**Run 1: met4 routing**

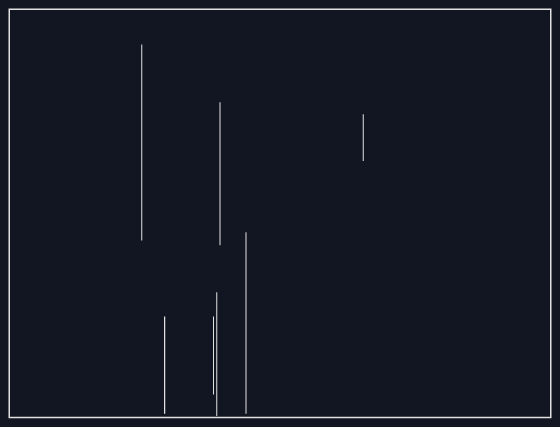
**Run 1: routing congestion map**

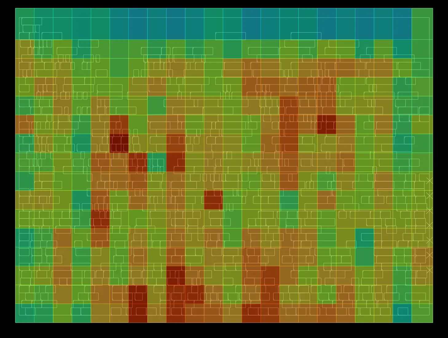
**Run 1: M1 wires**

Bar = 50 µm.
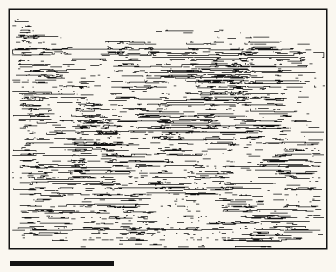
[config.mk]
export PLATFORM = sky130hd
export DESIGN_NAME = magnitude_arbiter
export DESIGN_NICKNAME = d
export VERILOG_FILES = /design/src/rtl/magnitude_arb_pkg.sv /design/src/rtl/magnitude_arbiter_tag_fifo.sv /design/src/rtl/magnitude_arbiter.sv
export SDC_FILE = /design/constraint.sdc
export NUM_CORES = 1
export LEC_CHECK = 0
export ABC_CLOCK_PERIOD_IN_PS = 8650
export CAP_MARGIN = 40
export CORE_ASPECT_RATIO = 0.75
export CORE_UTILIZATION = 40
export DETAILED_ROUTE_END_ITERATION = 10
export GPL_ROUTABILITY_DRIVEN = 0
export PLACE_DENSITY_LB_ADDON = 0.15
export SYNTH_ARGS = -nofsm -noshare
export SYNTH_HDL_FRONTEND = slang
export SYNTH_SLANG_ARGS = --single-unit
[constraint.sdc]
create_clock -name aclk -period 8.65 [get_ports aclk]
set_input_delay 1.73 -clock aclk [delete_from_list [all_inputs] [get_ports aclk]]
set_output_delay 1.73 -clock aclk [all_outputs]
set_load 0.05 [all_outputs]
[src/rtl/magnitude_arb_pkg.sv]
// Shared types and helpers for the magnitude arbiter: tag sizing, tag type
// and the tag-to-one-hot decode used for grants and returned results.
package magnitude_arb_pkg;

  localparam int DATA_W        = 16;
  localparam int NCH_DEFAULT   = 4;
  localparam int DEPTH_DEFAULT = 32;
  localparam int MAX_NCH       = 8;
  localparam int MAX_TAG_W     = 3;

  // Widest tag any legal channel count can need; narrower tags are cast into it.
  typedef logic [MAX_TAG_W-1:0] tag_t;

  function automatic int tag_width(input int nch);
    return (nch > 1) ? $clog2(nch) : 1;
  endfunction

  function automatic logic [MAX_NCH-1:0] tag_onehot(input tag_t tag);
    logic [MAX_NCH-1:0] oh;
    oh      = '0;
    oh[tag] = 1'b1;
    return oh;
  endfunction

endpackage

[src/rtl/magnitude_arbiter_tag_fifo.sv]
// First-word-fall-through tag FIFO: remembers which channel owns each
// sample in flight through the magnitude unit, in issue order.
module tag_fifo #(
  parameter int WIDTH = 2,
  parameter int DEPTH = 32
) (
  input  logic                     clk,
  input  logic                     rst,
  input  logic                     push,
  input  logic [WIDTH-1:0]         push_data,
  input  logic                     pop,
  output logic [WIDTH-1:0]         pop_data,
  output logic                     full,
  output logic                     empty,
  output logic [$clog2(DEPTH):0]   count
);

  localparam int AW = $clog2(DEPTH);
  localparam int CW = AW + 1;

  logic [WIDTH-1:0] mem [DEPTH];
  logic [AW-1:0]    wr_ptr;
  logic [AW-1:0]    rd_ptr;
  logic             do_push;
  logic             do_pop;

  assign full     = (count == CW'(DEPTH));
  assign empty    = (count == '0);
  assign do_push  = push & ~full;
  assign do_pop   = pop & ~empty;
  assign pop_data = mem[rd_ptr];

  // Pointers wrap naturally because DEPTH is a power of two.
  always_ff @(posedge clk) begin
    if (rst) begin
      wr_ptr <= '0;
      rd_ptr <= '0;
      count  <= '0;
    end else begin
      if (do_push) wr_ptr <= wr_ptr + 1'b1;
      if (do_pop)  rd_ptr <= rd_ptr + 1'b1;
      case ({do_push, do_pop})
        2'b10:   count <= count + 1'b1;
        2'b01:   count <= count - 1'b1;
        default: count <= count;
      endcase
    end
  end

  always_ff @(posedge clk) begin
    if (do_push) mem[wr_ptr] <= push_data;
  end

endmodule

[src/rtl/magnitude_arbiter.sv]
// Round-robin sharing of one in-order I/Q magnitude unit between NCH
// channels; a tag FIFO routes each returning magnitude back to its channel.
module magnitude_arbiter
  import magnitude_arb_pkg::*;
#(
  parameter int NCH   = NCH_DEFAULT,
  parameter int DEPTH = DEPTH_DEFAULT
) (
  input  logic                aclk,
  input  logic                reset,
  input  logic [NCH*16-1:0]   s_i,
  input  logic [NCH*16-1:0]   s_q,
  input  logic [NCH-1:0]      s_valid,
  output logic [NCH-1:0]      s_ready,
  output logic [15:0]         mag_i,
  output logic [15:0]         mag_q,
  output logic                mag_valid,
  input  logic [15:0]         mag_h,
  input  logic                mag_h_valid,
  output logic [15:0]         out_h,
  output logic [NCH-1:0]      out_valid,
  output logic                err_orphan
);

  localparam int TAG_W = tag_width(NCH);
  localparam int CW    = $clog2(DEPTH) + 1;

  logic [TAG_W-1:0]         rr_ptr;
  logic [TAG_W-1:0]         cand;
  logic [TAG_W-1:0]         grant_tag;
  logic                     grant_any;
  logic [TAG_W-1:0]         ret_tag;
  logic                     pop;
  logic                     fifo_full;
  logic                     fifo_empty;
  logic [CW-1:0]            inflight;
  logic signed [DATA_W-1:0] sel_i;
  logic signed [DATA_W-1:0] sel_q;

  logic signed [DATA_W-1:0] issue_i_p1;
  logic signed [DATA_W-1:0] issue_q_p1;
  logic                     issue_vld_p1;
  logic [DATA_W-1:0]        ret_h_p1;
  logic [NCH-1:0]           ret_vld_p1;

  // Grant decisions use the registered occupancy, so a pop in the same
  // cycle as a full FIFO costs one bubble rather than a combinational path.
  always_comb begin
    grant_any = 1'b0;
    grant_tag = '0;
    cand      = '0;
    if (!fifo_full) begin
      for (int i = 0; i < NCH; i++) begin
        cand = TAG_W'((int'(rr_ptr) + i) % NCH);
        if (!grant_any && s_valid[cand]) begin
          grant_any = 1'b1;
          grant_tag = cand;
        end
      end
    end
  end

  assign s_ready = grant_any ? NCH'(tag_onehot(tag_t'(grant_tag))) : '0;
  assign sel_i   = $signed(s_i[DATA_W*grant_tag +: DATA_W]);
  assign sel_q   = $signed(s_q[DATA_W*grant_tag +: DATA_W]);
  assign pop     = mag_h_valid & ~fifo_empty;

  tag_fifo #(
    .WIDTH (TAG_W),
    .DEPTH (DEPTH)
  ) u_tag_fifo (
    .clk       (aclk),
    .rst       (reset),
    .push      (grant_any),
    .push_data (grant_tag),
    .pop       (pop),
    .pop_data  (ret_tag),
    .full      (fifo_full),
    .empty     (fifo_empty),
    .count     (inflight)
  );

  // p1: issue register toward the unit, return register toward the channels.
  always_ff @(posedge aclk) begin
    if (reset) begin
      rr_ptr       <= '0;
      issue_i_p1   <= '0;
      issue_q_p1   <= '0;
      issue_vld_p1 <= 1'b0;
      ret_h_p1     <= '0;
      ret_vld_p1   <= '0;
      err_orphan   <= 1'b0;
    end else begin
      issue_vld_p1 <= grant_any;
      if (grant_any) begin
        issue_i_p1 <= sel_i;
        issue_q_p1 <= sel_q;
        rr_ptr     <= (grant_tag == TAG_W'(NCH - 1)) ? '0 : grant_tag + 1'b1;
      end
      ret_vld_p1 <= pop ? NCH'(tag_onehot(tag_t'(ret_tag))) : '0;
      if (pop) ret_h_p1 <= mag_h;
      if (mag_h_valid && fifo_empty) err_orphan <= 1'b1;
    end
  end

  assign mag_i     = issue_i_p1;
  assign mag_q     = issue_q_p1;
  assign mag_valid = issue_vld_p1;
  assign out_h     = ret_h_p1;
  assign out_valid = ret_vld_p1;

endmodule

==> ds_physical_params.txt, run 1 <==
Table: implementation figures

Parameter                              Value

Yosys
  Number of library cell types mapped by synthesis    ~54
  Total standard cell area after synthesis    between 0.006 and 0.007 mm²
  Number of enable-type register cells in the synthesized netlist    roughly 64
  Count of warnings emitted by yosys    0
  Most used flip-flop cell after synthesis    dfxtp_1
  Most instantiated library cell after synthesis    mux2i_1
  Ys cells    583

Placement
  Number of placed instances with taps included    between 900 and 1000
  I/O Buffers    around 210
  Detailed-placement wirelength estimate    12300 µm

Layout
  Fillcell total    1359
  Net total in the final layout    approximately 940
  Post-route cell area    roughly 0.0096 mm²
  Sequential share of cell area    36.0%
  Fraction of area in multi-input gates    32.4%
  Fraction of area in clock buffers and inverters    between 5 and 6%

Job
  Max cap viols    0

Routing
  Post-detailed-route count of antenna-violating nets    0
  Detail-routed net length per standard cell    about 18 µm
  DRC viols    7

Floorplanning
  Count of boundary I/O pins    209
  Fp util    between 40% and 50%

Status
  Run status    complete, but fails checks
  Violated checks    DRC

Pwr
  Internal portion of total power    about 0.0017 W
  Worst voltage drop across the vdd grid    0.192 mV
  Switching fraction of total power    between 30% and 40%

Worst setup path
  Worst Setup EP    s_ready[1]
  CP Launch Point    s_valid[3]
  Most common cell on crit path    clkdlybuf4s50_1
  Worst reg2reg path depth    12
  Data arrival time of the critical path    around 4.7 ns

GRT
  Number of antenna violations at the first check in global routing    0
  Gr ovfl total    0
  Largest net degree at the start of global routing    roughly 70

Hold path
  Min-Delay Path Depth    2

Clock network
  Post-cts sizing count    0
  Clock Pin Slew Worst Setup and Hold Paths    0.06 ns

STA
  Final tally of setup violations    0
  Worst path setup slack after routing    ~2.3 ns
Notes on 'met4 routing' above:
main direction	vertical
share of all routed wire	1.4%
wire length on this layer	243 µm
longest straight run	55.1 µm
overall via count from detail_route: 5286
Total Routed Length: 17600 µm

Notes on 'routing congestion map' above:
global routing's busiest layer: met2
met2 usage in global routing: 36.6%
grt met1 use: 25.7%
GRT Total Usage: 21.2%
Util after Layout: 58.9%

Notes on 'M1 wires' above:
share of all routed wire	43%
wire length on this layer	7530 µm
main direction	horizontal
longest straight run	32.2 µm
nets with wire on the layer	816

run 1: sequential cells by signal (all words and copies together) (netlist names), named ones only:
| name | cells |
|---|---|
| err_orphan | 1 |
| mag_i | 16 |
| mag_q | 16 |
| mag_valid | 1 |
| out_h | 16 |
| out_valid | 4 |
| rr_ptr | 2 |
| u_tag_fifo.count | 6 |
| u_tag_fifo.mem | 64 |
| u_tag_fifo.rd_ptr | 5 |
| u_tag_fifo.wr_ptr | 5 |
run 1: power groups by stage:
stage	Sequential (W)	Clock, W	Combinational [W]
floorplan	0.00114	0	0.000623
global placement	0.000935	0	0.00118
detailed placement	0.000940	0	0.00121
CTS	0.000929	0.000720	0.00122
global route	0.000945	0.000751	0.00128
finish	0.000929	0.000704	0.00120
run 1: worst min-delay path by stage:
stage               slack [ns]  startpoint   endpoint
finish                    0.46   out_h[14]  out_h[14]
global route              0.48    out_h[3]   out_h[3]
CTS                       0.46   out_h[15]  out_h[15]
detailed placement        0.45   out_h[15]  out_h[15]
global placement          0.44   out_h[14]  out_h[14]
floorplan                 0.46   rr_ptr[0]  rr_ptr[0]
run 1: cell families after synthesis:
kind of cell | Yosys count | share of synthesized area [%]
AND-OR/OR-AND | 129 | 16.7
multiplexers | 95 | 15.5
flip-flops | 141 | 50.9
XOR/XNOR | 10 | 1.29
buffers and inverters | 51 | 3.62
adder cells (fa/ha/maj) | 12 | 2.21
AND/OR/NAND/NOR | 145 | 9.84
run 1: metal layers:
layer	GRT usage (%)	wire length (µm)	up-vias
met2	36.6	8590	182
met4	6.53	242	0
met5	0	0	-
met1	25.7	7530	2526
li1	-	-	2562
met3	6.07	1250	16
--- run 2 (diff from run 1) ---
- ABC_CLOCK_PERIOD_IN_PS: 8650 -> 5200
- clock period: 8.65 -> 5.2 ns (I/O delays scaled with it)
**Run 2: the metal 3 layer**

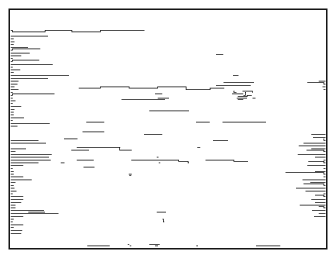
nets with wire on the layer	134
share of all routed wire	6.5%
wire length on this layer	1140 µm
longest straight run	27.8 µm
main direction	horizontal
Total Routed Length: 17500 µm
overall via count from detail_route: 5270
met3 Use GR: 6.52%

**Run 2: routing congestion map**

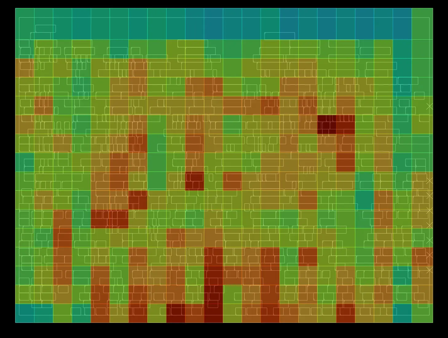
detail-routed net length per standard cell: 17.5 µm
GRT Total Usage: 21.0%

**Run 2: met2 routing**

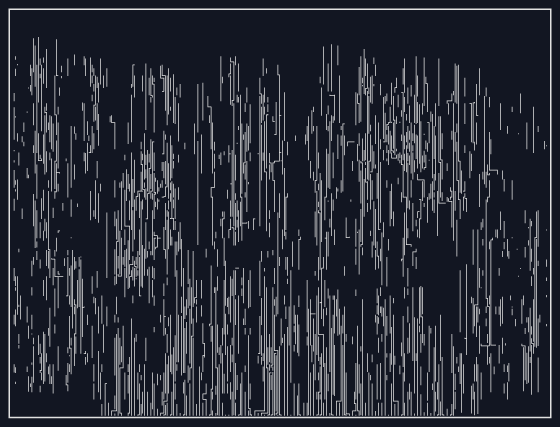
longest straight run	40.8 µm
main direction	vertical
met2 usage in global routing: 35.2%

==> ds_physical_params.txt, run 2 <==
Table: implementation figures

Parameter                              Value

Status
  Run status    complete, but fails checks (unchanged)
  Violated checks    DRC (unchanged)

GRT
  Largest net degree at the start of global routing    65 (was 72)
  Gr ovfl total    0 (unchanged)
  Number of antenna violations at the first check in global routing    0 (unchanged)

Yosys
  Total standard cell area after synthesis    0.00681 mm² (unchanged)
  Count of warnings emitted by yosys    0 (unchanged)
  Yosys chip area    0.00681 mm² (unchanged)
  Number of library cell types mapped by synthesis    54 (unchanged)
  Ys cells    583 (unchanged)
  Number of enable-type register cells in the synthesized netlist    64 (unchanged)
  Sequential area share after synthesis    50.9% (unchanged)
  Most used flip-flop cell after synthesis    dfxtp_1 (unchanged)
  Most instantiated library cell after synthesis    mux2i_1 (unchanged)

Routing
  DRC viols    8 (was 7)
  Post-detailed-route count of antenna-violating nets    0 (unchanged)

Hold path
  Startpoint of the worst hold path    out_h[1] (was out_h[14])
  Min-Delay Path Depth    2 (unchanged)
  Type of the worst min-delay path    reg -> reg (unchanged)

Worst setup path
  Worst reg2reg path depth    12 (unchanged)
  Critical R2R Launch    u_tag_fifo.count[1] (unchanged)
  Worst Setup EP    s_ready[1] (unchanged)
  Category of the worst setup path launch point    input port (unchanged)
  Data arrival time of the critical path    3.06 ns (was 4.65 ns)
  CP Launch Point    s_valid[1] (was s_valid[3])

Layout
  Largest Register    u_tag_fifo.mem (unchanged)
  Post-route cell area    0.00961 mm² (was 0.00962 mm²)
  Net total in the final layout    941 (unchanged)
  Flip-flop count of the largest register, all copies and words added    64 (unchanged)
  Util after Layout    58.9% (about the same)

STA
  Clock Skews    0.0155 ns (was 0.0113 ns)
  Max Fclk    between 200 and 250 MHz
  Final tally of setup violations    0 (unchanged)

Pwr
  Switching fraction of total power    38.9% (about the same)
  Part of the total power dissipated in the clock network    24.6% (was 24.9%)
  Seq group    0.00155 W (was 0.000929 W)
  Worst voltage drop across the vdd grid    0.247 mV (was 0.192 mV)
  Overall power consumption    0.00471 W (was 0.00283 W)
  Top pwr grp    combinational logic (unchanged)
  Power dissipated in combinational cells    0.00200 W (was 0.00120 W)
  Internal portion of total power    0.00288 W (was 0.00173 W)

Floorplanning
  Row count    40 (unchanged)
  Count of boundary I/O pins    209 (unchanged)
  Fp util    41.7% (unchanged)
  Total die size    0.0175 mm² (unchanged)

Clock network
  Post-cts sizing count    0 (unchanged)
  Clock Pin Slew Worst Setup and Hold Paths    0.06 ns (about the same)

Placement
  I/O Buffers    208 (unchanged)
  Detailed-placement wirelength estimate    12300 µm (about the same)

Job
  Max cap viols    0 (unchanged)
-- run 2: cell counts after synthesis --
Identical to the previous run, type by type.
-- run 2: stage by stage --
step	std cells	worst slack, ns
floorplan	583	1.13
global placement	968	1.15
detailed placement	969	1.09
CTS	1001	1.09
global route	1001	1.00
finish	1001	1.10
-- run 2: final cells by class --
| type | count | area [µm²] |
|---|---|---|
| clock buffers | 22 | 475 |
| clock inverters | 10 | 88.8 |
| fillers | 1313 | 6710 |
| inverters | 12 | 46.3 |
| multi-input cells | 391 | 3120 |
| flip-flops and latches | 141 | 3460 |
| well taps | 210 | 263 |
| repair buffers | 215 | 2150 |
-- run 2: worst max-delay path: stages --
cell	delay, ns
clkdlybuf4s50_1	0.47
or4_1	0.53
o41a_2	0.23
nand2_1	0.18
inv_2	0.08
ha_1	0.20
and2_1	0.16
buf_12	0.15
-- run 2: cell families after synthesis --
group / Yosys count / share of synthesized area, %
and+or+nand+nor: 145 / 9.84
AOI/OAI and AO/OA: 129 / 16.7
DFF: 141 / 50.9
buffers and inverters: 51 / 3.62
adders and majority gates: 12 / 2.21
muxes: 95 / 15.5
xor gates and xnor gates: 10 / 1.29
-- run 2: worst min path at each step --
stage | slack (ns) | endpoint
2_1_floorplan | 0.46 | rr_ptr[0]
3_3_place_gp | 0.44 | out_h[14]
3_5_place_dp | 0.45 | out_h[3]
4_1_cts | 0.46 | out_h[1]
5_1_grt | 0.48 | out_h[5]
6_report | 0.46 | out_h[1]
-- run 2: routing by layer --
metal | routed length [µm] | share of wire [%] | global-route usage (%)
met1 | 7710 | 44 | 26.1
met2 | 8390 | 48 | 35.2
met3 | 1140 | 6.5 | 6.52
met4 | 267 | 1.5 | 6.33
met5 | 0 | 0 | 0
Power figures rest on the tool's default switching activity, not on a simulated workload.
